**Run 1: clock wiring as the flow saved it**

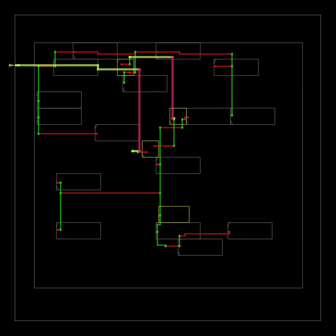
**Run 1: I/O pins on the die edge**

(8 px per µm) Pins as bars across the die edge, other pins in grey.
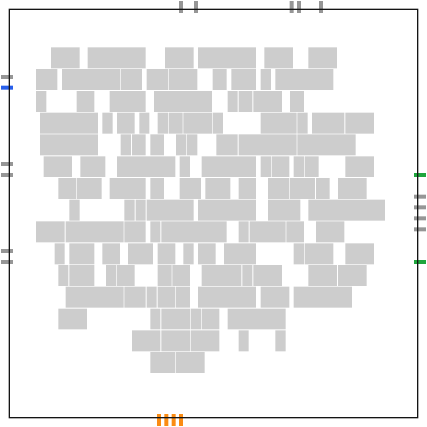
**Run 1: signal wires by layer**

(6 px per µm) Only two layers are drawn.
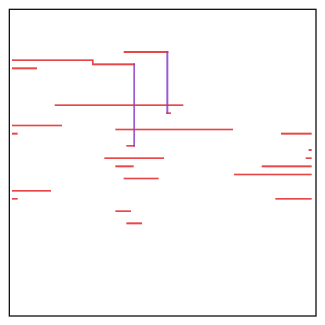
==> src/rtl/moore_detector_arbiter_if.sv <==
// rtl/moore_detector_arbiter_if.sv - requester/arbiter bundle for the shared pulse-count detector
//
// Purpose: groups the requester-facing signals of moore_detector_arbiter.
// Signals:
//   req       NREQ  per-requester request level (requester -> arbiter)
//   din       NREQ  per-requester data bit (requester -> arbiter)
//   grant     NREQ  one-hot grant (arbiter -> requester)
//   busy      1     arbiter not idle
//   det_state 2     shared detector state S0..S3
//   done      1     one-cycle completion pulse
//   done_id   IDW   owner index of the last completion
//   timeout   1     one-cycle abort pulse
// Modports: master = requester side, slave = arbiter side.
interface moore_detector_arbiter_if #(
  parameter int NREQ = 4
);
  localparam int IDW = (NREQ > 1) ? $clog2(NREQ) : 1;

  logic [NREQ-1:0] req;
  logic [NREQ-1:0] din;
  logic [NREQ-1:0] grant;
  logic            busy;
  logic [1:0]      det_state;
  logic            done;
  logic [IDW-1:0]  done_id;
  logic            timeout;

  modport master (
    output req, din,
    input  grant, busy, det_state, done, done_id, timeout
  );

  modport slave (
    input  req, din,
    output grant, busy, det_state, done, done_id, timeout
  );
endinterface

==> src/rtl/moore_detector_arbiter.sv <==
// rtl/moore_detector_arbiter.sv - round-robin owner of a shared Moore pulse-count detector
//
// Purpose: grants one of NREQ requesters at a time, feeds the owner's din bit
// into a 4-state Moore counter (S0..S3) and pulses done with the owner id on
// the third '1'. Optional RUN watchdog enabled by macro ARB_TIMEOUT_EN.
// Ports:
//   clk     in  clock, rising edge
//   rst     in  synchronous active-low reset
//   io_arb  slave modport of moore_detector_arbiter_if
//           (req, din in; grant, busy, det_state, done, done_id, timeout out)
module moore_detector_arbiter #(
  parameter int NREQ      = 4,
  parameter int TO_CYCLES = 16
) (
  input  logic                     clk,
  input  logic                     rst,
  moore_detector_arbiter_if.slave  io_arb
);
  localparam int IDW = (NREQ > 1) ? $clog2(NREQ) : 1;

  typedef enum logic [1:0] {
    S_IDLE = 2'd0,
    S_RUN  = 2'd1,
    S_DONE = 2'd2
  } state_t;

  state_t          r_state, w_state_nxt;
  logic [IDW-1:0]  r_ptr, w_ptr_nxt;
  logic [IDW-1:0]  r_owner, w_owner_nxt;
  logic [IDW-1:0]  r_done_id, w_done_id_nxt;
  logic [NREQ-1:0] r_grant, w_grant_nxt;
  logic [1:0]      r_det, w_det_nxt;
  logic            r_busy, w_busy_nxt;
  logic            r_done, w_done_nxt;
  logic [IDW-1:0]  w_ptr_inc;
  logic            w_found;
  logic [IDW-1:0]  w_winner;
  logic [IDW-1:0]  w_sel;
  int              w_idx;

`ifdef ARB_TIMEOUT_EN
  localparam int CW = $clog2(TO_CYCLES + 1);
  logic [CW-1:0]   r_to_cnt, w_to_cnt_nxt;
  logic            r_timeout, w_timeout_nxt;
`endif

  // Pointer advances past the owner after every completion or abort.
  assign w_ptr_inc = (r_owner == IDW'(NREQ - 1)) ? '0 : r_owner + IDW'(1);

  // First requester at or after r_ptr, wrapping at NREQ.
  always_comb begin
    w_found  = 1'b0;
    w_winner = '0;
    w_idx    = 0;
    w_sel    = '0;
    for (int i = 0; i < NREQ; i++) begin
      w_idx = int'(r_ptr) + i;
      if (w_idx >= NREQ) w_idx = w_idx - NREQ;
      w_sel = IDW'(w_idx);
      if (!w_found && io_arb.req[w_sel]) begin
        w_found  = 1'b1;
        w_winner = w_sel;
      end
    end
  end

  always_comb begin
    w_state_nxt   = r_state;
    w_ptr_nxt     = r_ptr;
    w_owner_nxt   = r_owner;
    w_grant_nxt   = r_grant;
    w_det_nxt     = r_det;
    w_done_nxt    = 1'b0;
    w_done_id_nxt = r_done_id;
`ifdef ARB_TIMEOUT_EN
    w_to_cnt_nxt  = r_to_cnt;
    w_timeout_nxt = 1'b0;
`endif
    case (r_state)
      S_IDLE: begin
        w_grant_nxt = '0;
        w_det_nxt   = 2'd0;
        if (w_found) begin
          w_state_nxt = S_RUN;
          w_owner_nxt = w_winner;
          w_grant_nxt = NREQ'(1) << w_winner;
`ifdef ARB_TIMEOUT_EN
          w_to_cnt_nxt = '0;
`endif
        end
      end
      S_RUN: begin
`ifdef ARB_TIMEOUT_EN
        w_to_cnt_nxt = r_to_cnt + CW'(1);
`endif
        // Completion outranks watchdog, which outranks the owner dropping req.
        if (io_arb.din[r_owner] && (r_det == 2'd2)) begin
          w_det_nxt     = 2'd3;
          w_state_nxt   = S_DONE;
          w_grant_nxt   = '0;
          w_done_nxt    = 1'b1;
          w_done_id_nxt = r_owner;
        end
`ifdef ARB_TIMEOUT_EN
        else if (r_to_cnt == CW'(TO_CYCLES - 1)) begin
          w_timeout_nxt = 1'b1;
          w_grant_nxt   = '0;
          w_det_nxt     = 2'd0;
          w_state_nxt   = S_IDLE;
          w_ptr_nxt     = w_ptr_inc;
        end
`endif
        else if (!io_arb.req[r_owner]) begin
          w_grant_nxt = '0;
          w_det_nxt   = 2'd0;
          w_state_nxt = S_IDLE;
          w_ptr_nxt   = w_ptr_inc;
        end else if (io_arb.din[r_owner]) begin
          w_det_nxt = r_det + 2'd1;
        end
      end
      S_DONE: begin
        w_grant_nxt = '0;
        w_det_nxt   = 2'd0;
        w_ptr_nxt   = w_ptr_inc;
        w_state_nxt = S_IDLE;
      end
      default: begin
        w_grant_nxt = '0;
        w_det_nxt   = 2'd0;
        w_state_nxt = S_IDLE;
      end
    endcase
    w_busy_nxt = (w_state_nxt != S_IDLE);
  end

  always_ff @(posedge clk) begin
    if (!rst) begin
      r_state   <= S_IDLE;
      r_ptr     <= '0;
      r_owner   <= '0;
      r_done_id <= '0;
      r_grant   <= '0;
      r_det     <= 2'd0;
      r_busy    <= 1'b0;
      r_done    <= 1'b0;
`ifdef ARB_TIMEOUT_EN
      r_to_cnt  <= '0;
      r_timeout <= 1'b0;
`endif
    end else begin
      r_state   <= w_state_nxt;
      r_ptr     <= w_ptr_nxt;
      r_owner   <= w_owner_nxt;
      r_done_id <= w_done_id_nxt;
      r_grant   <= w_grant_nxt;
      r_det     <= w_det_nxt;
      r_busy    <= w_busy_nxt;
      r_done    <= w_done_nxt;
`ifdef ARB_TIMEOUT_EN
      r_to_cnt  <= w_to_cnt_nxt;
      r_timeout <= w_timeout_nxt;
`endif
    end
  end

  assign io_arb.grant     = r_grant;
  assign io_arb.busy      = r_busy;
  assign io_arb.det_state = r_det;
  assign io_arb.done      = r_done;
  assign io_arb.done_id   = r_done_id;
`ifdef ARB_TIMEOUT_EN
  assign io_arb.timeout   = r_timeout;
`else
  // No watchdog: TO_CYCLES is only folded in so the parameter stays referenced.
  assign io_arb.timeout   = (TO_CYCLES < 0);
`endif
endmodule

==> src/flat_wrapper.sv <==
// flat-port wrapper written by rule: the top's interface ports become plain ports
module moore_detector_arbiter_flat 
#(
  parameter int NREQ      = 4,
  parameter int TO_CYCLES = 16
)
  (clk, rst, io_arb_req, io_arb_din, io_arb_grant, io_arb_busy, io_arb_det_state, io_arb_done, io_arb_done_id, io_arb_timeout);
  moore_detector_arbiter_if #(.NREQ(NREQ)) io_arb_i ();
  input  logic clk;
  input  logic rst;
  input wire logic [$bits(io_arb_i.req)-1:0] io_arb_req;
  input wire logic [$bits(io_arb_i.din)-1:0] io_arb_din;
  output wire logic [$bits(io_arb_i.grant)-1:0] io_arb_grant;
  output wire logic [$bits(io_arb_i.busy)-1:0] io_arb_busy;
  output wire logic [$bits(io_arb_i.det_state)-1:0] io_arb_det_state;
  output wire logic [$bits(io_arb_i.done)-1:0] io_arb_done;
  output wire logic [$bits(io_arb_i.done_id)-1:0] io_arb_done_id;
  output wire logic [$bits(io_arb_i.timeout)-1:0] io_arb_timeout;
  assign io_arb_i.req = io_arb_req;
  assign io_arb_i.din = io_arb_din;
  assign io_arb_grant = io_arb_i.grant;
  assign io_arb_busy = io_arb_i.busy;
  assign io_arb_det_state = io_arb_i.det_state;
  assign io_arb_done = io_arb_i.done;
  assign io_arb_done_id = io_arb_i.done_id;
  assign io_arb_timeout = io_arb_i.timeout;
  moore_detector_arbiter #(.NREQ(NREQ), .TO_CYCLES(TO_CYCLES)) u_core (.clk(clk), .rst(rst), .io_arb(io_arb_i));
endmodule
==> config.mk <==
export PLATFORM = sky130hd
export DESIGN_NAME = moore_detector_arbiter_flat
export DESIGN_NICKNAME = d
export VERILOG_FILES = /design/src/rtl/moore_detector_arbiter_if.sv /design/src/rtl/moore_detector_arbiter.sv /design/src/flat_wrapper.sv
export SDC_FILE = /design/constraint.sdc
export NUM_CORES = 1
export LEC_CHECK = 0
export CORE_MARGIN = 3
export CORE_UTILIZATION = 45
export CTS_CLUSTER_DIAMETER = 120
export DETAILED_ROUTE_END_ITERATION = 7
export GPL_ROUTABILITY_DRIVEN = 0
export GPL_TIMING_DRIVEN = 0
export PLACE_DENSITY = 0.81
export SLEW_MARGIN = 20
export SYNTH_ARGS = -nofsm -noshare
export SYNTH_HDL_FRONTEND = slang
export SYNTH_SLANG_ARGS = --single-unit
==> constraint.sdc <==
create_clock -name clk -period 2.41 [get_ports clk]
set_clock_uncertainty 0.05 [all_clocks]
set_input_delay 0.6025 -clock clk [delete_from_list [all_inputs] [get_ports clk]]
set_output_delay 0.6025 -clock clk [all_outputs]
set_load 0.02 [all_outputs]
==> impl_metrics.json, run 1 <==
{
  "route.detailed.drc": 0,
  "ys.flops": 16,
  "async_reset_ff_share_pct": 0,
  "r2r_start": "u_core.r_owner[1]",
  "htree_levels": 1,
  "cp_max_fo": 6,
  "nets": 139,
  "route.antenna.remaining_nets": 0,
  "cp_num_cells": 6,
  "hold_path_depth": 2,
  "finalClockPeriodUsage_pct": 93.8,
  "slew-limit-headroom_pct": 60.7,
  "ys_cells": 101,
  "netlist_area_um2": 906,
  "placed_area_um2": 1130,
  "drv_slew": 0,
  "hold_ws_ns": 0.428,
  "warnings": 27,
  "num_rows": 15,
  "viasPerCell": 5.60,
  "switching_power_uw": 349,
  "first_pass_iters": 4,
  "synth_warnings": 0,
  "grt_pass1_vias": 870,
  "worstSetupPathType": "in2reg",
  "synth_cell_types": 36,
  "rsz0062_at_grt": "false",
  "drive_above_1_share_pct": 12.1,
  "n_antenna_cell": 0,
  "maxCapViolations": 0,
  "r2r_cells": 6,
  "crit_path_start": "io_arb_req[3]",
  "ctsLongestPathBuffers": 2,
  "overflow": 0,
  "use_met1_pct": 21.9,
  "setup_viol": 0,
  "syn_nets": 115,
  "seqPwrFrac_pct": 36.3,
  "die_height_um": 50.9,
  "power_leakage_uw": 0.000446,
  "critPathTopFamily": "multiplexers",
  "cts_tree": "built",
  "worst_ep_arrival_time_ns": 2.43,
  "wire_per_inst_um": 14.0,
  "vias": 834,
  "clkPwrFrac_pct": 18.3,
  "syn_to_final_growth_pct": 29.3,
  "hpwl_um": 1610,
  "num_io_pins": 21,
  "use_met2_pct": 34.1,
  "cp_slowest_cell": "mux4_2",
  "path_clk_slew_ns": 0.10,
  "grt_antenna_before_repair": 0,
  "synthCells": 101,
  "worst_hold_path_type": "reg2reg",
  "power_density_nw_per_um2": 833,
  "synthFlopType": "dfxtp_1",
  "cts.sinks": 16,
  "totalWireLength_um": 2090,
  "slowest_delay_ns": 0.55,
  "status": "completed",
  "finalHoldViolations": 0,
  "tightest_slew_ns": 0.583,
  "hold_path.startpoint": "u_core.io_arb.grant[2]"
}
About 'clock wiring as the flow saved it':
total CTS buffers: 3
CLK BUF: 4
seq_cells: 16
Clock Power: 179 µW

About 'I/O pins on the die edge':
[io_arb_timeout] blue | pins: 1 | direction: output | edge: left
[io_arb_done_id] green | pins: 2 | direction: output | edge: right
[io_arb_req] orange | pins: 4 | direction: input | edge: bottom
all pins by edge: 6 left, 6 right, 5 top, 4 bottom

About 'signal wires by layer':
[M3] red | wire length: 144 µm
[M4] purple | wire length: 23.8 µm

==> run 1: cell families after synthesis <==
family	Yosys count	share of synthesized area [%]
AND-OR/OR-AND	23	17.3
XOR/XNOR	1	0.967
adder cells (fa/ha/maj)	4	5.53
buffers and inverters	10	6.22
flip-flops	16	35.4
multiplexers	8	12.2
other	1	0.414
AND/OR/NAND/NOR	38	22.1
==> run 1: power groups by stage <==
stage               registers, µW  logic, µW  clock network [µW]
floorplan                     384        278                   0
global placement              357        419                   0
detailed placement            359        433                   0
CTS                           353        438                 182
global route                  362        486                 197
finish                        355        442                 179
==> run 1: cell usage after synthesis, types with 2 or more instances <==
master / instances / area [µm²]
o41ai_1: 3 / 26.3
nand2b_1: 2 / 12.5
buf_6: 2 / 22.5
nand4_1: 2 / 12.5
mux2i_1: 5 / 50.1
and2_1: 2 / 12.5
ha_1: 4 / 50.1
o21ai_0: 5 / 25.0
nor2_1: 7 / 26.3
or2_2: 2 / 12.5
dfxtp_1: 16 / 320
a21oi_1: 6 / 30.0
inv_1: 6 / 22.5
nand2_1: 15 / 56.3
o32ai_1: 3 / 26.3
==> run 1: state kept, by name, indices dropped and copies added, names as in the netlist <==
| signal | cells |
|---|---|
| u_core.io_arb.det_state | 2 |
| u_core.r_owner | 2 |
| u_core.io_arb.busy | 1 |
| u_core.io_arb.done_id | 2 |
| u_core.r_ptr | 2 |
| u_core.r_state | 2 |
| u_core.io_arb.grant | 4 |
| u_core.io_arb.done | 1 |
==> run 1: path summary, 6_finish.rpt <==
check / endpoint / slack, ns
setup / recovery: u_core.r_ptr[1] / 0.15
setup reg to reg: u_core.r_ptr[1] / 0.51
hold reg to reg: u_core.io_arb.grant[2] / 0.43
hold / removal: u_core.io_arb.grant[2] / 0.43
==> run 1: routing by layer <==
layer	wire, µm	part of all wire [%]
met3	144	6.9
met1	869	42
met4	23	1.1
met2	1050	50
met5	0	0
==> run 1: tightest hold or removal path: stages (launching register included) <==
cell     delay (ns)
dfxtp_1        0.33
nand2_1        0.05
o32ai_1        0.06
==> run 1: layout make-up <==
cell class                      instances  area [µm²]  share of cell area [%]
Buffer                                  4        33.8                    2.88
Clock buffer                            4        36.3                    3.10
Sequential cell                        16         320                    27.4
Tap cell                               25        31.3                    2.67
Timing Repair Buffer                   19         190                    16.2
Multi-Input combinational cell         75         537                    45.8
Inverter                                6        22.5                    1.92
==> run 1: metrics by stage <==
stage / util (%) / cells / setup slack (ns)
after global routing: 64.3 / 149 / 0.0969
final: 64.3 / 149 / 0.150
after global placement: 61.9 / 145 / -0.0680
after CTS: 63.9 / 149 / 0.174
after floorplan: - / 101 / 0.530
after detailed placement: 61.9 / 145 / -0.108
==> run 1: timing repair <==
| item | CTS | global route |
|---|---|---|
| endpoints found under the setup margin | 0 | 2 |
| endpoints found under the hold margin | 0 | 0 |
| gates resized | 0 | 1 |
==> run 2, diff against run 1 <==
--- a/config.mk
+++ b/config.mk
@@ -6,13 +6,14 @@
 export NUM_CORES = 1
 export LEC_CHECK = 0
 export CORE_MARGIN = 3
-export CORE_UTILIZATION = 45
+export CORE_UTILIZATION = 41
 export CTS_CLUSTER_DIAMETER = 120
 export DETAILED_ROUTE_END_ITERATION = 7
 export GPL_ROUTABILITY_DRIVEN = 0
 export GPL_TIMING_DRIVEN = 0
-export PLACE_DENSITY = 0.81
+export PLACE_DENSITY = 0.76
 export SLEW_MARGIN = 20
 export SYNTH_ARGS = -nofsm -noshare
 export SYNTH_HDL_FRONTEND = slang
 export SYNTH_SLANG_ARGS = --single-unit
+export TNS_END_PERCENT = 100
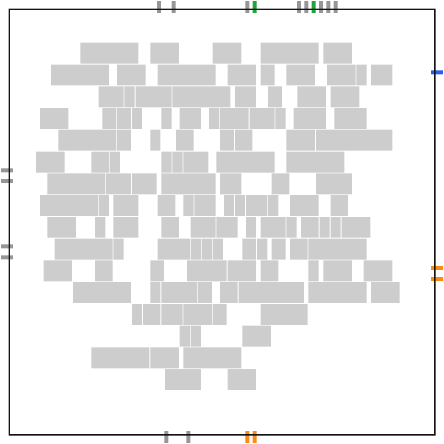
**Above:** run 2 (I/O pins on the die edge).
(8 px per µm) Pins as bars across the die edge, other pins in grey.
[io_arb_req] orange | pins: 4 | direction: input | edge: 2 right, 2 bottom
[io_arb_timeout] blue | pins: 1 | direction: output | edge: right
[io_arb_done_id] green | pins: 2 | direction: output | edge: top

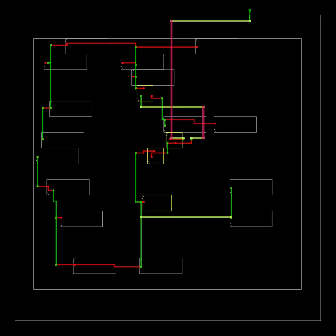
**Above:** run 2 (clock wiring as the flow saved it).
clock sinks: 16
clk latency late pin: 0.29 ns
Clock Power: 180 µW

==> run 2 against run 1 <==
  * First-iteration DRC count is 23% lower
  * Largest cell class unchanged
  * Largest power group unchanged
  * Sequential share of layout area shrank 0.058 points
  * Routed wire length fell by 5.1%
  * Setup slack got worse by 0.020 ns
  * Highest routed layer unchanged
  * Sequential power is essentially flat
==> impl_metrics.json, run 2 <==
{
  "status": "completed",
  "worst_ep_arrival_time_ns": 2.45,
  "grt_pass1_vias": 747,
  "rsz0062_at_grt": "false",
  "n_antenna_cell": 0,
  "reg2reg_to": "u_core.r_ptr[0]",
  "route.detailed.drc": 0,
  "place_ws_ns": -0.122,
  "ys_cells": 101,
  "setup_viol": 0,
  "drive_above_1_share_pct": 12.1,
  "slew-limit-headroom_pct": 62.9,
  "slowest_delay_ns": 0.54,
  "setup_ws_ns": 0.130,
  "peakVddDrop_v": 0.000430,
  "synth_warnings": 0,
  "syn_nets": 115,
  "hold_path_depth": 2,
  "drv_slew": 0,
  "first_iter_violations": 17,
  "placed_area_um2": 1130,
  "warnings": 27,
  "nets": 139,
  "worstSetupPathType": "in2reg",
  "fin_cells": 151,
  "num_io_pins": 21,
  "postLayoutCoreUtil_pct": 58.0,
  "power_leakage_uw": 0.000446,
  "lay_top_cells": "clkdlybuf4s50_1 (19), dfxtp_1 (16), nand2_1 (15)",
  "r2r_start": "u_core.r_owner[1]",
  "htree_levels": 1,
  "path_cells": "clkdlybuf4s50_1, mux4_2, and2_4, buf_6, nor3b_4, mux2i_1",
  "hold_path.startpoint": "u_core.io_arb.grant[0]",
  "die_height_um": 53.0,
  "top_area_cell": "dfxtp_1",
  "netlist_area_um2": 906,
  "cts_tree": "built",
  "num_rows": 16,
  "cp_max_fo": 7,
  "switching_power_uw": 348,
  "yosys.area.top_type_share_pct": 35.4,
  "clkPwrFrac_pct": 18.4,
  "hpwl_um": 1510,
  "vias": 786,
  "maxCapViolations": 0,
  "wire_per_inst_um": 13.1,
  "largest_reg_flops": 4,
  "cts_resized": 0,
  "synth_cell_types": 36,
  "totalWireLength_um": 1980,
  "synthFlopType": "dfxtp_1",
  "async_reset_ff_share_pct": 0,
  "overflow": 0,
  "ctsLongestPathBuffers": 2,
  "r2r_cells": 6,
  "critPathTopFamily": "multiplexers",
  "finalClockPeriodUsage_pct": 94.6,
  "r2r_slack_ns": 0.48,
  "power_density_nw_per_um2": 831,
  "cp_slowest_cell": "mux4_2",
  "synthTopCellsByCount": "dfxtp_1 (16), nand2_1 (15), nor2_1 (7), a21oi_1 (6), inv_1 (6)",
  "fill_cells": 193,
  "viasPerCell": 5.21,
  "path_clk_slew_ns": 0.10,
  "synthCells": 101,
  "tightest_slew_ns": 0.550,
  "cts_buffers": 3,
  "worst_hold_path_type": "reg2reg",
  "route.antenna.remaining_nets": 0,
  "grt_antenna_before_repair": 0,
  "whs_endpoint": "u_core.io_arb.grant[0]",
  "seqPwrFrac_pct": 36.5,
  "ys_top_cells_by_area": "dfxtp_1 (35%), nand2_1 (6.2%), ha_1 (5.5%), mux2i_1 (5.5%), a21oi_1 (3.3%)",
  "finalHoldViolations": 0,
  "synthMostInstantiatedCell": "dfxtp_1",
  "ys.flops": 16,
  "place_inst": 147,
  "syn_to_final_growth_pct": 29.6,
  "first_pass_iters": 4
}
## run 2: cell counts after synthesis
Identical to the previous run, type by type.
## run 2: through the flow
step | TNS (ns) | hold WS (ns) | total power (µW)
2_1_floorplan | 0 | 0.406 | 661
3_3_place_gp | -0.594 | 0.417 | 781
3_5_place_dp | -0.409 | 0.416 | 789
4_1_cts | 0 | 0.440 | 976
5_1_grt | 0 | 0.454 | 1040
6_report | 0 | 0.433 | 975
## run 2: final cells by class
type | instances | area [µm²] | share of cell area (%)
multi-input cells | 75 | 537 | 45.7
flip-flops and latches | 16 | 320 | 27.3
repair buffers | 19 | 190 | 16.2
clock buffers | 4 | 36.3 | 3.09
plain buffers | 4 | 33.8 | 2.88
well taps | 27 | 33.8 | 2.88
inverters | 6 | 22.5 | 1.92
## run 2: how the worst max path moves through the flow
stage,start,endpoint,slack (ns),cells after the start
2_1_floorplan,io_arb_req[3],u_core.r_ptr[0],0.53,5
3_3_place_gp,io_arb_req[2],u_core.r_ptr[1],-0.1,6
3_5_place_dp,io_arb_req[2],u_core.r_ptr[0],-0.12,6
4_1_cts,io_arb_req[2],u_core.r_ptr[0],0.14,6
5_1_grt,io_arb_req[2],u_core.r_ptr[0],0.05,6
6_report,io_arb_req[2],u_core.r_ptr[0],0.13,6
## run 2: cells by family after synthesis
| family | share of synthesized area, % |
|---|---|
| adders and majority gates | 5.53 |
| xor gates and xnor gates | 0.967 |
| DFF | 35.4 |
| and+or+nand+nor | 22.1 |
| AOI/OAI and AO/OA | 17.3 |
| other | 0.414 |
| muxes | 12.2 |
| buffers and inverters | 6.22 |
## run 2: power groups by stage
stage | clock network [µW] | registers (µW) | logic, µW
2_1_floorplan | 0 | 384 | 278
3_3_place_gp | 0 | 357 | 424
3_5_place_dp | 0 | 360 | 429
4_1_cts | 187 | 355 | 435
5_1_grt | 195 | 362 | 485
6_report | 180 | 356 | 440
## run 2: worst reg2reg max path, cell delays in order (launching register included)
cell and delay [ns]:
dfxtp_1 0.36, buf_6 0.13, mux4_2 0.54, and2_4 0.19, buf_6 0.13, nor3b_4 0.25, mux2i_1 0.22
## run 2: metal layers
metal	GRT usage, %	vias to the layer above	share of wire [%]
met5	0	-	0
met2	25.8	22	47
met4	3.83	0	1.3
met3	1.97	4	6.2
met1	21.1	349	45
li1	-	411	-
Power figures rest on the tool's default switching activity, not on a simulated workload.
